$ cat src/rtl/rotary_encoder_emulator_if.sv
`default_nettype none
// ============================================================================
//  Module   : rotary_encoder_emulator_if
//  Brief    : Step-request handshake and quadrature output bundle.
//  Revision : 1.0
// ============================================================================
interface rotary_encoder_emulator_if;
  logic ing_valid;
  logic ing_ready;
  logic ing_direction;
  logic encoder_pin_a;
  logic encoder_pin_b;
  logic egr_done;

  modport master (
    output ing_valid,
    output ing_direction,
    input  ing_ready,
    input  encoder_pin_a,
    input  encoder_pin_b,
    input  egr_done
  );

  modport slave (
    input  ing_valid,
    input  ing_direction,
    output ing_ready,
    output encoder_pin_a,
    output encoder_pin_b,
    output egr_done
  );
endinterface
`default_nettype wire

$ cat src/rtl/rotary_encoder_emulator.sv
`default_nettype none
// ============================================================================
//  Module   : rotary_encoder_emulator
//  Brief    : Turns step requests into Gray-coded A/B quadrature edges.
//  Revision : 1.0
// ============================================================================
module rotary_encoder_emulator #(
  parameter int edge_hold_clk_cnt_p = 1000,
  parameter int edges_per_step_p    = 4
) (
  input  wire logic                clk,
  input  wire logic                rst_n,
  rotary_encoder_emulator_if.slave bus
);

  localparam int                HW          = (edge_hold_clk_cnt_p > 1) ? $clog2(edge_hold_clk_cnt_p) : 1;
  localparam int                EW          = $clog2(edges_per_step_p + 1);
  localparam logic [HW-1:0]     c_HOLD_LAST = HW'(edge_hold_clk_cnt_p - 1);
  localparam logic [EW-1:0]     c_ECNT_INIT = EW'(edges_per_step_p - 1);

  typedef enum logic [0:0] {
    S_IDLE = 1'b0,
    S_STEP = 1'b1
  } state_t;

  state_t        r_state, w_state_nxt;
  logic          r_dir, w_dir_nxt;
  logic [HW-1:0] r_hold, w_hold_nxt;
  logic [EW-1:0] r_ecnt, w_ecnt_nxt;
  logic          r_pin_a, r_pin_b, w_pin_a_nxt, w_pin_b_nxt;
  logic          r_ready, r_done;
  logic          w_done_nxt;
  logic          w_adv, w_adv_dir;

  // The entry edge is counted at load time, so the edge counter holds the
  // number of edges still to come after the current one.
  always_comb begin
    w_state_nxt = r_state;
    w_dir_nxt   = r_dir;
    w_hold_nxt  = r_hold;
    w_ecnt_nxt  = r_ecnt;
    w_adv       = 1'b0;
    w_adv_dir   = r_dir;
    case (r_state)
      S_IDLE: begin
        if (bus.ing_valid) begin
          w_state_nxt = S_STEP;
          w_dir_nxt   = bus.ing_direction;
          w_adv       = 1'b1;
          w_adv_dir   = bus.ing_direction;
          w_hold_nxt  = '0;
          w_ecnt_nxt  = c_ECNT_INIT;
        end
      end
      S_STEP: begin
        if (r_hold == c_HOLD_LAST) begin
          w_hold_nxt = '0;
          if (r_ecnt == '0) begin
            w_state_nxt = S_IDLE;
          end else begin
            w_adv      = 1'b1;
            w_ecnt_nxt = r_ecnt - EW'(1);
          end
        end else begin
          w_hold_nxt = r_hold + HW'(1);
        end
      end
      default: w_state_nxt = S_IDLE;
    endcase

    // CW walks 00->10->11->01, CCW the reverse; one pin flips per edge.
    w_pin_a_nxt = r_pin_a;
    w_pin_b_nxt = r_pin_b;
    if (w_adv) begin
      if (w_adv_dir) begin
        w_pin_a_nxt = ~r_pin_b;
        w_pin_b_nxt = r_pin_a;
      end else begin
        w_pin_a_nxt = r_pin_b;
        w_pin_b_nxt = ~r_pin_a;
      end
    end

    // Registered done: flag the upcoming final hold cycle one edge early.
    w_done_nxt = (w_state_nxt == S_STEP) && (w_ecnt_nxt == '0) && (w_hold_nxt == c_HOLD_LAST);
  end

  always_ff @(posedge clk or negedge rst_n) begin
    if (!rst_n) begin
      r_state <= S_IDLE;
      r_dir   <= 1'b0;
      r_hold  <= '0;
      r_ecnt  <= '0;
      r_pin_a <= 1'b0;
      r_pin_b <= 1'b0;
      r_ready <= 1'b1;
      r_done  <= 1'b0;
    end else begin
      r_state <= w_state_nxt;
      r_dir   <= w_dir_nxt;
      r_hold  <= w_hold_nxt;
      r_ecnt  <= w_ecnt_nxt;
      r_pin_a <= w_pin_a_nxt;
      r_pin_b <= w_pin_b_nxt;
      r_ready <= (w_state_nxt == S_IDLE);
      r_done  <= w_done_nxt;
    end
  end

  assign bus.ing_ready     = r_ready;
  assign bus.encoder_pin_a = r_pin_a;
  assign bus.encoder_pin_b = r_pin_b;
  assign bus.egr_done      = r_done;

endmodule
`default_nettype wire

$ cat src/flat_wrapper.sv
// flat-port wrapper written by rule: the top's interface ports become plain ports
module rotary_encoder_emulator_flat 
#(
  parameter int edge_hold_clk_cnt_p = 1000,
  parameter int edges_per_step_p    = 4
)
  (clk, rst_n, bus_ing_valid, bus_ing_direction, bus_ing_ready, bus_encoder_pin_a, bus_encoder_pin_b, bus_egr_done);
  rotary_encoder_emulator_if bus_i ();
  input  wire logic clk;
  input  wire logic rst_n;
  input wire logic [$bits(bus_i.ing_valid)-1:0] bus_ing_valid;
  input wire logic [$bits(bus_i.ing_direction)-1:0] bus_ing_direction;
  output wire logic [$bits(bus_i.ing_ready)-1:0] bus_ing_ready;
  output wire logic [$bits(bus_i.encoder_pin_a)-1:0] bus_encoder_pin_a;
  output wire logic [$bits(bus_i.encoder_pin_b)-1:0] bus_encoder_pin_b;
  output wire logic [$bits(bus_i.egr_done)-1:0] bus_egr_done;
  assign bus_i.ing_valid = bus_ing_valid;
  assign bus_i.ing_direction = bus_ing_direction;
  assign bus_ing_ready = bus_i.ing_ready;
  assign bus_encoder_pin_a = bus_i.encoder_pin_a;
  assign bus_encoder_pin_b = bus_i.encoder_pin_b;
  assign bus_egr_done = bus_i.egr_done;
  rotary_encoder_emulator #(.edge_hold_clk_cnt_p(edge_hold_clk_cnt_p), .edges_per_step_p(edges_per_step_p)) u_core (.clk(clk), .rst_n(rst_n), .bus(bus_i));
endmodule
$ cat config.mk
export PLATFORM = sky130hd
export DESIGN_NAME = rotary_encoder_emulator_flat
export DESIGN_NICKNAME = d
export VERILOG_FILES = /design/src/rtl/rotary_encoder_emulator_if.sv /design/src/rtl/rotary_encoder_emulator.sv /design/src/flat_wrapper.sv
export SDC_FILE = /design/constraint.sdc
export NUM_CORES = 1
export LEC_CHECK = 0
export CORE_MARGIN = 5
export CORE_UTILIZATION = 50
export CTS_BUF_LIST = sky130_fd_sc_hd__clkbuf_4
export CTS_CLUSTER_DIAMETER = 100
export DETAILED_ROUTE_END_ITERATION = 16
export PLACE_DENSITY = 0.76
export SYNTH_ARGS = -nofsm -noshare
export SYNTH_HDL_FRONTEND = slang
export SYNTH_SLANG_ARGS = --single-unit
$ cat constraint.sdc
create_clock -name clk -period 3.53 [get_ports clk]
set_input_delay 0.8825 -clock clk [delete_from_list [all_inputs] [get_ports clk]]
set_output_delay 0.8825 -clock clk [all_outputs]
set_load 0.005 [all_outputs]
Fig. 1: drive-strength map
Scale bar: 20 um.
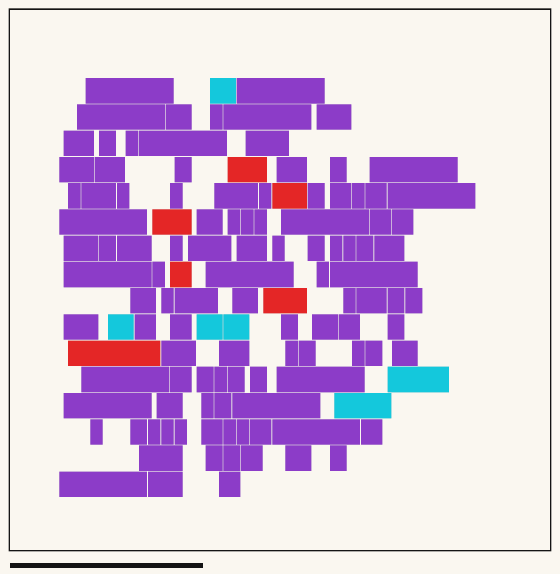
color	size	cells	share
purple	drive 1 or less	108	90%
cyan	drive 3 to 4	6	5.0%
red	drive 2	6	5.0%
Non-Filler Cell Area, Final: 0.00118 mm^2
Non-clock buffers: 7

Fig. 2: clock wires, drivers and flops
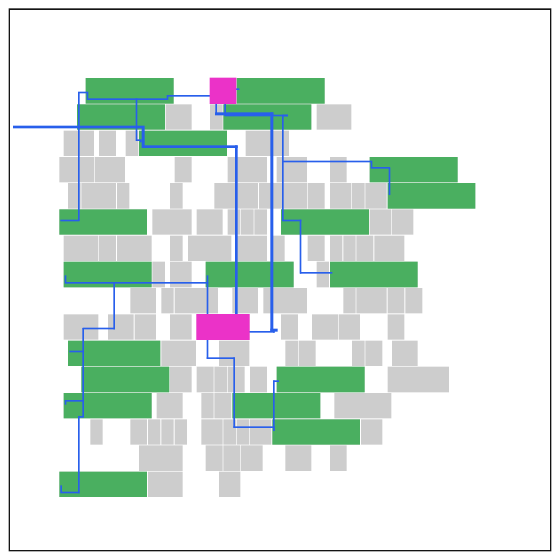
[magenta] cells driving clock nets | count: 3
[green] flip-flops | count: 19
[blue] clock wires | length: 243 um
routed clock nets	4
share of power burned in the clock network: 31.4%
clock group power: 0.118 mW
clk_skew: 0.00157 ns
insertion delay to the later sink of the worst-skew pair: 0.30 ns

Fig. 3: routed metal per tile
Scale bar: 20 um. 11 x 11 tiles, from dark purple (low) to yellow (high), scaled to the fullest tile. Values are wire area over tile area, all layers added.
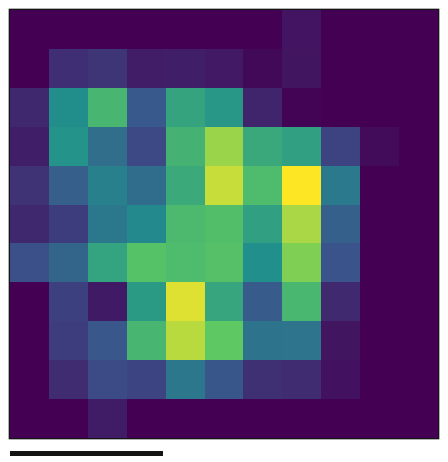
tiles over half the peak	23%
emptiest ninth of the die	upper right
densest ninth of the die	center
fullest tile	0.46
nearly empty tiles	36%
mean over tiles	0.11
routed len/inst: 15.2 um
Total Wirelength: 2230 um
GRT Total Usage: 15.4%
Vias: 854

Fig. 4: register map, names as in the netlist
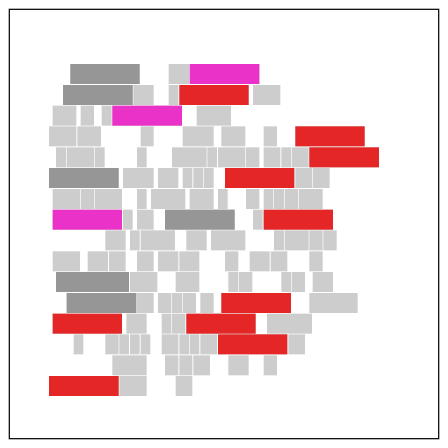
color	netlist name	flops
red	u_core.r_hold	10
magenta	u_core.r_ecnt	3
register share of the cell area: 40.4%
P_seq: 0.230 mW
FF+latch area: 477 um^2
fin util: 59.6%

==> through the flow <==
step	instances	util [%]	power (mW)	hold slack, ns
2_1_floorplan	111	-	0.247	0.491
3_5_place_dp	143	58.1	0.262	0.530
5_1_grt	147	59.6	0.396	0.593
4_1_cts	147	59.6	0.377	0.553
3_3_place_gp	143	58.1	0.261	0.521
6_report	147	59.6	0.376	0.554
==> synth_stat cells, drive strengths merged (2+ instances only) <==
cell type and number:
nor3 3, dfrtp 18, nand3 7, and3 2, nor4 2, nor2b 3
and4bb 2, a21o 3, nand4 3, inv 12, nor2 7, o21ai 5
nand2 9, buf 2, ha 4, o21a 3, mux2 2, a21oi 7
==> results.txt <==
Worst setup path end: u_core.bus.egr_done
Maximum fanout along the worst path: 7
Multiplexer share: 3.08%
H-tree Lvls: 1
Antenna diodes: 0
Yosys warns: 0
Pre-CTS setup slack: 0.853 ns
Top-area cell type share of the netlist area: 42.6%
NonClk Buf Share: 5.93%
Met2 Resource Use GR: 26.0%
WHS Path Cells: 1
Biggest register: u_core.r_hold
CP Data Arrival Time: 2.62 ns
Max Cap Viol: 0
TritonRoute pass-1 iters: 4
Static Leak: 0.509 nW
Critical Path Start: bus_ing_valid
Outcome: complete, no violations
Logic depth of the worst register-to-register path: 7
Top area cell types: dfrtp_1 (43%), ha_1 (4.7%), inv_1 (4.3%)
Final setup margin: 1.16 ns
Worst-margin pin slew: 0.829 ns
Post-synthesis xor/xnor area fraction: 1.66%
CP max stage delay: 0.44 ns
Flop pwr share: 61.3%
Critical path class: input port to flip-flop
I/O Buffers: 7
Sink of the worst hold path: u_core.r_hold[1]
Die Ht: 56.0 um
Setup Viol. Count Final: 0
Buf/Inv on CP: 1
Setup crit start kind: input port
Gr ovfl total: 0
M1 WL: 942 um
Number of global-route vias before repair: 860
Top pwr grp: registers
GR Util met3: 3.48%
Area grow syn2layout: 11.7%
Max-slew violations: 0
Clk sink count: 19
Comb. pwr: 0.0276 mW
Max Fclk: 421 MHz
Critical path required time: 3.77 ns
Syn Inst Count: 111
Max reg flops: 10
Row cnt: 16
FFs & Latches: 19
Setup Buffers After CTS: 0
Width of the die: 56.0 um
CTS Hold Bufs: 0
Power and IR drop assume default switching activity.
